$ cat src/rtl/pc_reg.sv
// Program-counter register for the single-cycle RV32 core.
// Holds the current PC, loads the next-PC mux output on every rising edge,
// and derives PC+4, a misalignment flag and a post-reset valid flag from it.
module pc_reg #(
    parameter int          WIDTH        = 32,
    parameter logic [31:0] RESET_VECTOR = 32'h0000_0000
) (
    input  logic             clk,
    input  logic             reset,          // asynchronous, active-low
    input  logic [WIDTH-1:0] pc_prev,        // next-PC value to capture
    output logic [WIDTH-1:0] pc,
    output logic [WIDTH-1:0] pc_plus4,
    output logic             pc_misaligned,
    output logic             pc_valid
);

    // Reset vector fitted to the PC width (truncated or zero-extended).
    localparam logic [WIDTH-1:0] RV = WIDTH'(RESET_VECTOR);

    logic [WIDTH-1:0] r_pc;
    logic             r_valid;
    logic [WIDTH-1:0] w_pc_plus4;
    logic             w_misaligned;

    // PC register: loads unconditionally every edge; misaligned and X values
    // pass through untouched so the consumer sees exactly what was computed.
    always_ff @(posedge clk or negedge reset) begin
        if (!reset) begin
            r_pc <= RV;
        end else begin
            r_pc <= pc_prev;
        end
    end

    // Valid flag: cleared by reset, set by the first edge after release.
    always_ff @(posedge clk or negedge reset) begin
        if (!reset) begin
            r_valid <= 1'b0;
        end else begin
            r_valid <= 1'b1;
        end
    end

    // Derived values: PC+4 wraps modulo 2^WIDTH (carry discarded), and the
    // alignment check looks at the registered PC, not the incoming one.
    always_comb begin
        w_pc_plus4   = r_pc + WIDTH'(4);
        w_misaligned = |r_pc[1:0];
    end

    assign pc            = r_pc;
    assign pc_plus4      = w_pc_plus4;
    assign pc_misaligned = w_misaligned;
    assign pc_valid      = r_valid;

endmodule

$ cat config.mk
export PLATFORM = sky130hd
export DESIGN_NAME = pc_reg
export DESIGN_NICKNAME = d
export VERILOG_FILES = /design/src/rtl/pc_reg.sv
export SDC_FILE = /design/constraint.sdc
export NUM_CORES = 1
export LEC_CHECK = 0
export CORE_MARGIN = 2
export CORE_UTILIZATION = 47
export DETAILED_ROUTE_END_ITERATION = 10
export DONT_BUFFER_PORTS = 1
export SLEW_MARGIN = 15
export SYNTH_ARGS = -nofsm -noshare
export SYNTH_HDL_FRONTEND = slang
export SYNTH_SLANG_ARGS = --single-unit
$ cat constraint.sdc
create_clock -name clk -period 1.9 [get_ports clk]
set_clock_uncertainty 0.05 [all_clocks]
set_input_delay 0.285 -clock clk [delete_from_list [all_inputs] [get_ports clk]]
set_output_delay 0.285 -clock clk [all_outputs]
set_load 0.02 [all_outputs]
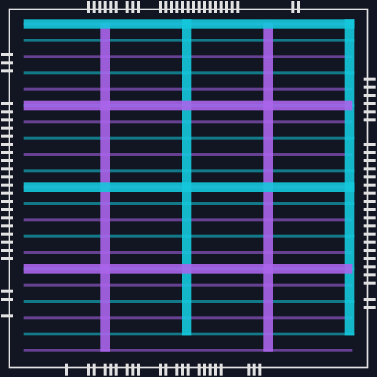
(images/power_grid.png)
Scale: 6 px per um. Pins as bars on the die edge.
| net | color |
|---|---|
| VDD | cyan |
| VSS | purple |
rows: 20
met1 rails: 21
met5 straps: 4
met4 straps: 4
IR drop worst, VDD: 649 uV
area of the core region: 2980 um^2
Die X: 59.5 um
die span in y: 59.5 um

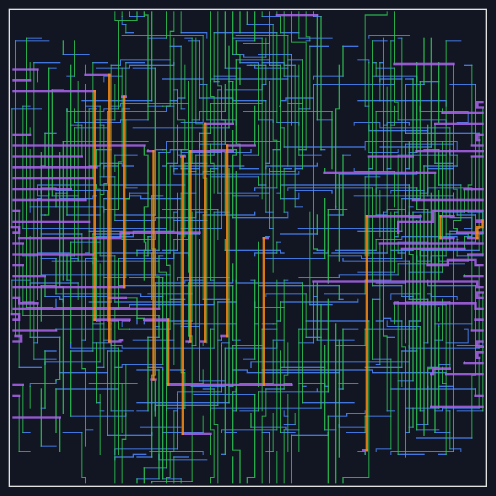
(images/wires.png)
Scale: 8 px per um.
| layer | color | wire length |
|---|---|---|
| metal 3 | purple | 419 um |
| metal 1 | blue | 1,950 um |
| metal 2 | green | 3,560 um |
| metal 4 | orange | 285 um |
via count: 1,456
Avg WL per Cell: 24.5 um

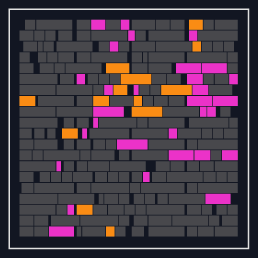
(images/logic_types.png)
Scale: 4 px per um.
| family | color | cells | most used |
|---|---|---|---|
| NAND gates | magenta | 30 | nand3_4 |
| NOR gates | orange | 13 | nor2_4 |
proportion of cell area occupied by multi-input gates: 35.5%
Finished Layout Cells: 254
most common library cell in the layout ignoring fill and taps: sky130_fd_sc_hd__buf_4

==> flow_summary.json <==
{
  "run_status": "complete, but fails checks",
  "failing_checks": "setup timing",
  "nNetsFinal": 255,
  "cts.path.max_buffers": 2,
  "grt_start_max_net_pins": 34,
  "power.density_cell_area_nw_per_um2": 617,
  "fin_area_um2": 2860,
  "number_of_nets_with_antenna_violations_after_routing": 0,
  "synthDominantCellAreaShare_pct": 57.1,
  "post_synth_xor_area_fraction_pct": 17.0,
  "place.detailed.hpwl_um": 2480,
  "drt_iter0_markers": 115,
  "post-place-ws_ps": 6.34,
  "vias_in_the_first_global_route": 1356,
  "place.port_buffers": 0,
  "maxClockFrequency_mhz": 416,
  "syn_to_final_growth_pct": 97.6,
  "synthesis.instances": 117,
  "final.fill_count": 63,
  "number_of_placement_rows": 20,
  "largestPowerGroup": "sequential cells",
  "setup.worst_path.class": "reg2out",
  "antennaDiodeCount": 0,
  "number_of_setup_violations_in_the_final_report": 24,
  "worst_setup_path_start_kind": "flip-flop",
  "cp_data_required_time_ps": 1560,
  "mostFrequentLayoutCells": "56 x sky130_fd_sc_hd__buf_4, 33 x sky130_fd_sc_hd__dlygate4sd3_1, 26 x sky130_fd_sc_hd__dfrtp_1",
  "signal_buffer_area_fraction_pct": 30.3,
  "postSynthAreaPerCell_um2": 12.4,
  "cts-root-buf": "sky130_fd_sc_hd__clkbuf_4",
  "critical_path.max_stage_delay_ps": 430,
  "synth_top_cell_by_area": "sky130_fd_sc_hd__dfrtp_1",
  "global_route_wire_length_before_repair_um": 6340,
  "comb_power_uw": 406,
  "power.clock.total_uw": 565,
  "cp_num_cells": 6,
  "power.switching_fraction_pct": 30.2,
  "fin_ws_ps": -504,
  "drive_above_1_share_pct": 60.2,
  "finalHoldWorstSlack_ps": 300,
  "yosys_area_um2": 1450,
  "stage_log_warnings": 29,
  "ios": 100,
  "ys_sh_aoi_pct": 0,
  "ff_count": 33,
  "crit_end": "pc_plus4[14]",
  "nWellTaps": 33,
  "postSynthRegisterBits": 33,
  "synthesis.yosys.warnings": 0,
  "synthTopCellsByArea": "sky130_fd_sc_hd__dfrtp_1 57%, sky130_fd_sc_hd__xnor2_1 12%, sky130_fd_sc_hd__xor2_1 5.5%",
  "non_clock_buffer_count": 98,
  "timing.final.hold_violations": 0,
  "end_kind": "output port",
  "largest_reg_flops": 32,
  "non_clock_inverter_count": 3,
  "post_synth_and_or_nand_nor_area_fraction_pct": 22.9,
  "globalRouteOverflowTotal": 0,
  "power.switching_uw": 531,
  "netlist_logic_family_top": "simple AND/OR/NAND/NOR gates",
  "total_leakage_power_uw": 0.00131,
  "area.share.sequential_pct": 29.2,
  "seq_power_share_pct": 44.9,
  "initCoreUtil_pct": 48.5,
  "period_needed_ps": 2400,
  "postSynthSeqShare_pct": 57.1,
  "area_dominant_class": "logic gates",
  "remaining_drc_errors": 0,
  "worst_hold_path_type": "in2async",
  "via_per_inst": 5.73,
  "cts_buffers": 5,
  "dpl_cell_area_um2": 1930,
  "layout.area.comb_um2": 1010,
  "slew_violations": 0,
  "arrival_worst_endpoint_ps": 2070,
  "totalWireLength_um": 6210,
  "comb_power_share_pct": 23.0,
  "total_power_uw": 1760,
  "clkSinkCount": 33,
  "final_core_util_pct": 95.9,
  "intPower_uw": 1230,
  "placedCellCount": 194,
  "n_multi_input_combinational_cell": 79,
  "post_synth_instance_area_um2": 1450,
  "clock_cell_area_share_pct": 3.11,
  "final.clkbuf_count": 6,
  "slowest_stage": "sky130_fd_sc_hd__dfrtp_1",
  "critPathTopFamily": "simple AND/OR/NAND/NOR gates",
  "powerSeq_uw": 791,
  "ctsHtreeMaxLevel": 2
}
==> cell usage after synthesis (all sizes together) <==
master,n
xor2,9
nor4,4
nand4,8
nand3,12
buf,2
and3,4
nor2,6
or2,2
nor3,3
ha,1
nand2,10
dfrtp,33
xnor2,19
inv,3
conb,1
==> timing repair <==
item | CTS | global route
pin swaps | 28 | 27
setup buffers | 7 | 11
hold buffers | 34 | 0
setup endpoints to repair | 25 | 26
endpoints found under the hold margin | 65 | 0
resized | 37 | 27
==> metal layers <==
layer | GRT usage [%] | share of wire (%)
met1 | 25.7 | 31
met3 | 10.3 | 6.7
met4 | 7.79 | 4.6
met5 | 0 | 0
met2 | 46.0 | 57
Power and IR drop assume default switching activity.
